Fig. 1: run 1, routing congestion
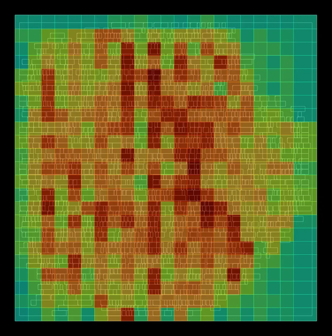
Fig. 2: run 1, wiring by layer
The bar under the picture is 50 um long.
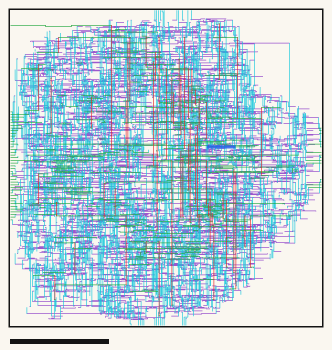
Fig. 3: run 1, zoomed window
The bar under the picture is 5 um long. Window x 68 to 88, y 101 to 121 um. Cells in gray, sequential cells in the stronger gray; small squares are vias.
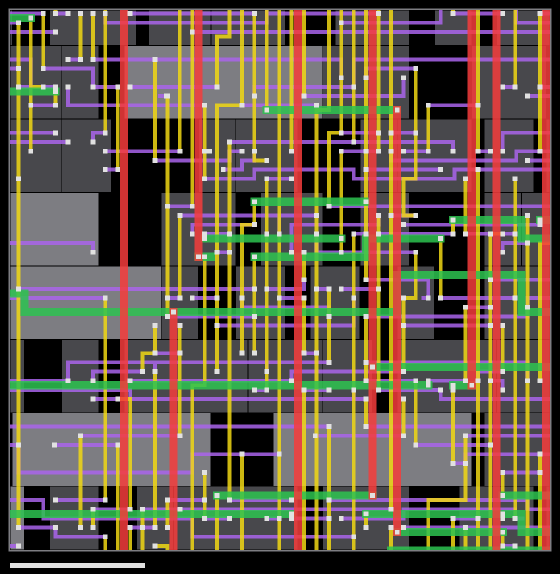
==> config.mk <==
export PLATFORM = sky130hd
export DESIGN_NAME = fib_index_finder
export DESIGN_NICKNAME = d
export VERILOG_FILES = /design/src/rtl/fib_pkg.sv /design/src/rtl/fib_step.sv /design/src/rtl/fib_index_finder.sv
export SDC_FILE = /design/constraint.sdc
export NUM_CORES = 1
export LEC_CHECK = 0
export CORE_AREA = 2 2 155 157
export CTS_BUF_LIST = sky130_fd_sc_hd__clkbuf_4 sky130_fd_sc_hd__clkbuf_8
export CTS_CLUSTER_SIZE = 28
export DETAILED_ROUTE_END_ITERATION = 12
export DIE_AREA = 0 0 157 159
export GPL_ROUTABILITY_DRIVEN = 0
export PLACE_DENSITY = 0.87
export SYNTH_ARGS = -nofsm -noshare
export SYNTH_HDL_FRONTEND = slang
export SYNTH_SLANG_ARGS = --single-unit
==> constraint.sdc <==
create_clock -name clk -period 4 [get_ports clk]
set_clock_uncertainty 0.15 [all_clocks]
set_input_delay 0.8 -clock clk [delete_from_list [all_inputs] [get_ports clk]]
set_output_delay 0.8 -clock clk [all_outputs]
set_load 0.02 [all_outputs]
==> results_dict.tcl, run 1 <==
# metrics dict for downstream scripts
set metrics [dict create \
    r2r_cell_count 10 \
    hold_path.class "reg -> reg" \
    power-per-cell-area_nw_per_um2 325.7 \
    top_area_share_pct 32.77 \
    worst_skew_pair.late_latency_ps 540 \
    crit_path_top_delay_cell "sky130_fd_sc_hd__nor4b_1" \
    synth.top_cells.by_area "sky130_fd_sc_hd__dfxtp_1 33%, sky130_fd_sc_hd__ha_1 13%, sky130_fd_sc_hd__nand2_1 12%" \
    cts_repair_resize_count 0 \
    clock_power_share_pct 42.0 \
    row_count 56 \
    outcome "finished clean" \
    simple_gate_area_share_pct 21.75 \
    post_synth.cell_area_avg_um2 7.528 \
    power.ir.vdd_worst_mv 0.2205 \
    final_layout_size_suffix_gt1_share_pct 6.188 \
    post_cts_setup_repair_bufs 0 \
    pwr-share-comb_pct 12.3 \
    initial_core_utilization_pct 59.53 \
    crit_path_start_kind "flop" \
    timing_worst_slew_pin_value_ps 758.2 \
    route.detailed.vias_per_inst 6.067 \
    mux_frac_synth_pct 0.2900 \
    worstSetupPathType "reg -> reg" \
    mappedNetlistNets 2047 \
    cts-htree-levels 2 \
    timing.reg2reg.setup_slack_ps 240 \
    layout_worst_path_cycle_share_pct 94.12 \
    layout_min_cycle_time_ps 3765 \
    critPathArrivalTime_ps 4070 \
    adder_share_pct 12.83 \
    grt_pass1_wl_um 62820 \
    holdPathStages 2 \
    synth.cells.most_frequent "439 x sky130_fd_sc_hd__nand2_1, 291 x sky130_fd_sc_hd__a21oi_1, 226 x sky130_fd_sc_hd__dfxtp_1" \
    worst_slew_slack_as_a_fraction_of_its_limit_pct 49.27 \
]
Back to the opening pictures, Fig. 1:
layer with the highest usage after global routing: met2
Final Util: 67.88%

Back to the opening pictures, Fig. 2:
color	layer	wire length
cyan	metal 2	17300 um
red	metal 4	1570 um
purple	metal 1	16200 um
blue	metal 5	12.9 um
green	metal 3	3260 um
Overall Global Routing Usage: 30.42%
detail-routed net length per standard cell: 17.10 um
total via count in the routed design: 13602
final wirelength: 38330 um

Back to the opening pictures, Fig. 3:
color	layer
purple	metal 1
green	metal 3
yellow	metal 2
red	metal 4
sequential cells in the window	4
cells with their middle in the window	37
most frequent	nand3_1 (4), nand2_1 (4), dfxtp_1 (4)

-- run 1: through the flow --
step | setup slack (ps) | power, W | cell area [um^2] | utilization [%] | std cells
detailed placement | 104.3 | 0.003008 | 14970 | 64.56 | 2182
floorplan | 728.7 | 0.002761 | 13810 | - | 1834
global placement | 62.44 | 0.002987 | 14970 | 64.56 | 2182
CTS | 119.2 | 0.005134 | 15740 | 67.85 | 2242
finish | 235.1 | 0.005127 | 15740 | 67.88 | 2242
global route | 9.013 | 0.005305 | 15740 | 67.88 | 2242
-- run 1: cell usage in the layout (no fill, tap or decap), drive strengths merged, types with 5 or more instances in the layout --
master	count
nor2	71
a311oi	5
nand2b	8
nand4	36
o21bai	14
nor4	21
inv	92
ha	140
xor2	35
nand2	439
o211ai	8
a21oi	293
dfxtp	226
and3	8
buf	37
nor2b	12
a22o	7
nor3	22
xnor2	22
and2	6
nand3	43
o21a	9
a21o	69
a211oi	16
a31oi	13
clkdlybuf4s50	80
or4	7
o21ai	62
clkbuf	54
-- run 1: worst register-to-register path, stage by stage, from the launching register on --
cell                       delay (ps)
sky130_fd_sc_hd__dfxtp_1          340
sky130_fd_sc_hd__ha_1             310
sky130_fd_sc_hd__a21o_1           160
sky130_fd_sc_hd__a21o_1           180
sky130_fd_sc_hd__a21o_1           200
sky130_fd_sc_hd__a221oi_1         350
sky130_fd_sc_hd__a31oi_2          180
sky130_fd_sc_hd__nor4b_1          610
sky130_fd_sc_hd__and2_4           480
sky130_fd_sc_hd__nand2_1          420
sky130_fd_sc_hd__o21ai_0          290
-- run 1: power by group through the flow --
stage | combinational [W] | sequential, W | clock [W]
floorplan | 0.000378 | 0.00238 | 0
global placement | 0.000597 | 0.00239 | 0
detailed placement | 0.000615 | 0.00239 | 0
CTS | 0.000621 | 0.00235 | 0.00217
global route | 0.000681 | 0.00235 | 0.00227
finish | 0.000630 | 0.00235 | 0.00215
-- run 1: routing by layer --
| metal | track usage, % | routed length (um) | share of wire (%) | up-vias |
|---|---|---|---|---|
| met1 | 40.81 | 16250 | 42 | 6282 |
| met3 | 5.280 | 3255 | 8.5 | 124 |
| met5 | 0 | 12 | 0.031 | - |
| met2 | 48.50 | 17250 | 45 | 642 |
| li1 | - | - | - | 6552 |
| met4 | 12.22 | 1565 | 4.1 | 2 |
-- run 1: kinds of logic after synthesis --
group           after synthesis
compound gates              537
xor+xnor                     57
fa+ha+maj                   141
buf+inv                     180
flops                       226
mux                           4
simple gates                689
-- run 1: final cells by class --
type / instances / area [um^2]
inverters: 92 / 345.3
multi-input cells: 1428 / 8568
repair buffers: 117 / 1142
flip-flops and latches: 226 / 4524
clock inverters: 6 / 82.58
well taps: 319 / 399.1
fillers: 1883 / 7450
clock buffers: 54 / 680.7
--- run 2 (diff from run 1) ---
Settings changed: CTS_CLUSTER_SIZE 28 to 8, SLEW_MARGIN from default to 20.
Fig. 4: run 2, selected gate families
The bar under the picture is 50 um long.
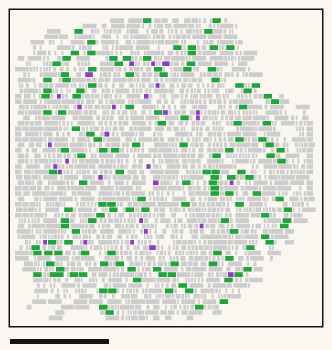
color	family	cells	most used
purple	and/or cells	29	and3_1
green	fa/ha/maj cells	141	ha_1
most numerous logic cell after layout: sky130_fd_sc_hd__nand2_1
combinational share of cell area: 54.43%
final standard cell count with taps included and fillers excluded: 2242

Fig. 5: run 2, register map, names as in the netlist
The bar under the picture is 50 um long. Other sequential cells in the stronger gray, the rest of the logic in the fainter gray.
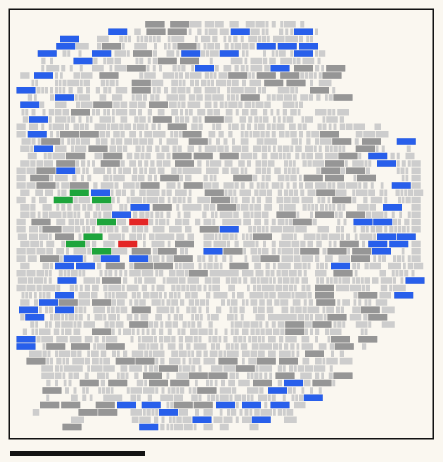
color	netlist name	placed flops
red	state	2
blue	target	69
green	idx	7
power of the sequential group: 0.00235 W
Seq/total area: 28.74%
Seq. cell area: 4524 um^2

==> results_dict.tcl, run 2 <==
# metrics dict for downstream scripts
set metrics [dict create \
    outcome "finished clean" \
    row_count 56 \
    route.detailed.vias_per_inst 6.067 \
    lay_top_cells "437 x sky130_fd_sc_hd__nand2_1, 289 x sky130_fd_sc_hd__a21oi_1, 226 x sky130_fd_sc_hd__dfxtp_1" \
    tns_ps 0 \
    power.ir.vdd_worst_mv 0.2205 \
    fin_util_pct 67.88 \
    crit_path_start_kind "flop" \
    port-buffer-count 81 \
    synth.top_cells.by_area "sky130_fd_sc_hd__dfxtp_1 33%, sky130_fd_sc_hd__ha_1 13%, sky130_fd_sc_hd__nand2_1 12%" \
    synth.cells.most_frequent "439 x sky130_fd_sc_hd__nand2_1, 291 x sky130_fd_sc_hd__a21oi_1, 226 x sky130_fd_sc_hd__dfxtp_1" \
    post_cts_setup_repair_bufs 0 \
    timing_worst_slew_pin_value_ps 758.2 \
    vias 13602 \
    worst_skew_pair.late_latency_ps 540 \
    initial_core_utilization_pct 59.53 \
    cts-htree-levels 2 \
    r2r_cell_count 10 \
    critPathArrivalTime_ps 4070 \
    power-per-cell-area_nw_per_um2 325.7 \
    route.detailed.wl_per_inst_um 17.10 \
    wirelength_um 38330 \
    post_synth.cell_area_avg_um2 7.528 \
    cts_repair_resize_count 0 \
    layout_min_cycle_time_ps 3765 \
    hold_path.class "reg -> reg" \
    top_area_share_pct 32.77 \
    mappedNetlistNets 2047 \
    global_route.usage.total_pct 30.42 \
    holdPathStages 2 \
    final_layout_size_suffix_gt1_share_pct 6.188 \
    worst_slew_slack_as_a_fraction_of_its_limit_pct 49.27 \
    timing.reg2reg.setup_slack_ps 240 \
    p_total_w 0.005127 \
    grt_start_max_net_pins 60 \
    cts_buffers 39 \
]
==> run 2: cell counts after synthesis <==
No cell type changed its count.
==> run 2: area by class of cell <==
class / instances / area [um^2]
multi-input combinational: 1428 / 8568
fill: 1883 / 7450
sequential: 226 / 4524
timing repair buffer: 117 / 1142
clock buffer: 54 / 680.7
tap: 319 / 399.1
inverter: 92 / 345.3
clock inverter: 6 / 82.58
==> run 2: worst max-delay path: stages (launching register included) <==
cell	delay, ps
sky130_fd_sc_hd__dfxtp_1	340
sky130_fd_sc_hd__ha_1	310
sky130_fd_sc_hd__a21o_1	160
sky130_fd_sc_hd__a21o_1	180
sky130_fd_sc_hd__a21o_1	200
sky130_fd_sc_hd__a221oi_1	350
sky130_fd_sc_hd__a31oi_2	180
sky130_fd_sc_hd__nor4b_1	610
sky130_fd_sc_hd__and2_4	480
sky130_fd_sc_hd__nand2_1	420
sky130_fd_sc_hd__o21ai_0	290
==> run 2: power by group <==
group	internal (W)	switching, W
Clock	0.00121	0.000937
Combinational	0.000223	0.000407
Sequential	0.00231	0.0000357
==> run 2: cell families after synthesis <==
| family | after synthesis | share of synthesized area (%) |
|---|---|---|
| simple gates | 689 | 21.75 |
| compound gates | 537 | 23.36 |
| flops | 226 | 32.77 |
| buf+inv | 180 | 5.383 |
| fa+ha+maj | 141 | 12.83 |
| xor+xnor | 57 | 3.616 |
| mux | 4 | 0.2900 |
==> run 2: per-layer routing <==
| metal | track usage, % | routed length, um | share of wire [%] |
|---|---|---|---|
| met5 | 0 | 12 | 0.031 |
| met1 | 40.81 | 16250 | 42 |
| met4 | 12.22 | 1565 | 4.1 |
| met2 | 48.50 | 17250 | 45 |
| met3 | 5.280 | 3255 | 8.5 |
==> run 2: per-stage QoR <==
step / setup slack [ps] / area (um^2) / hold slack (ps)
6_report: 235.1 / 15740 / 305.3
5_1_grt: 9.013 / 15740 / 320.6
4_1_cts: 119.2 / 15740 / 304.8
3_5_place_dp: 104.3 / 14970 / 296.3
3_3_place_gp: 62.44 / 14970 / 293.0
2_1_floorplan: 728.7 / 13810 / 286.3
Power figures rest on the tool's default switching activity, not on a simulated workload.
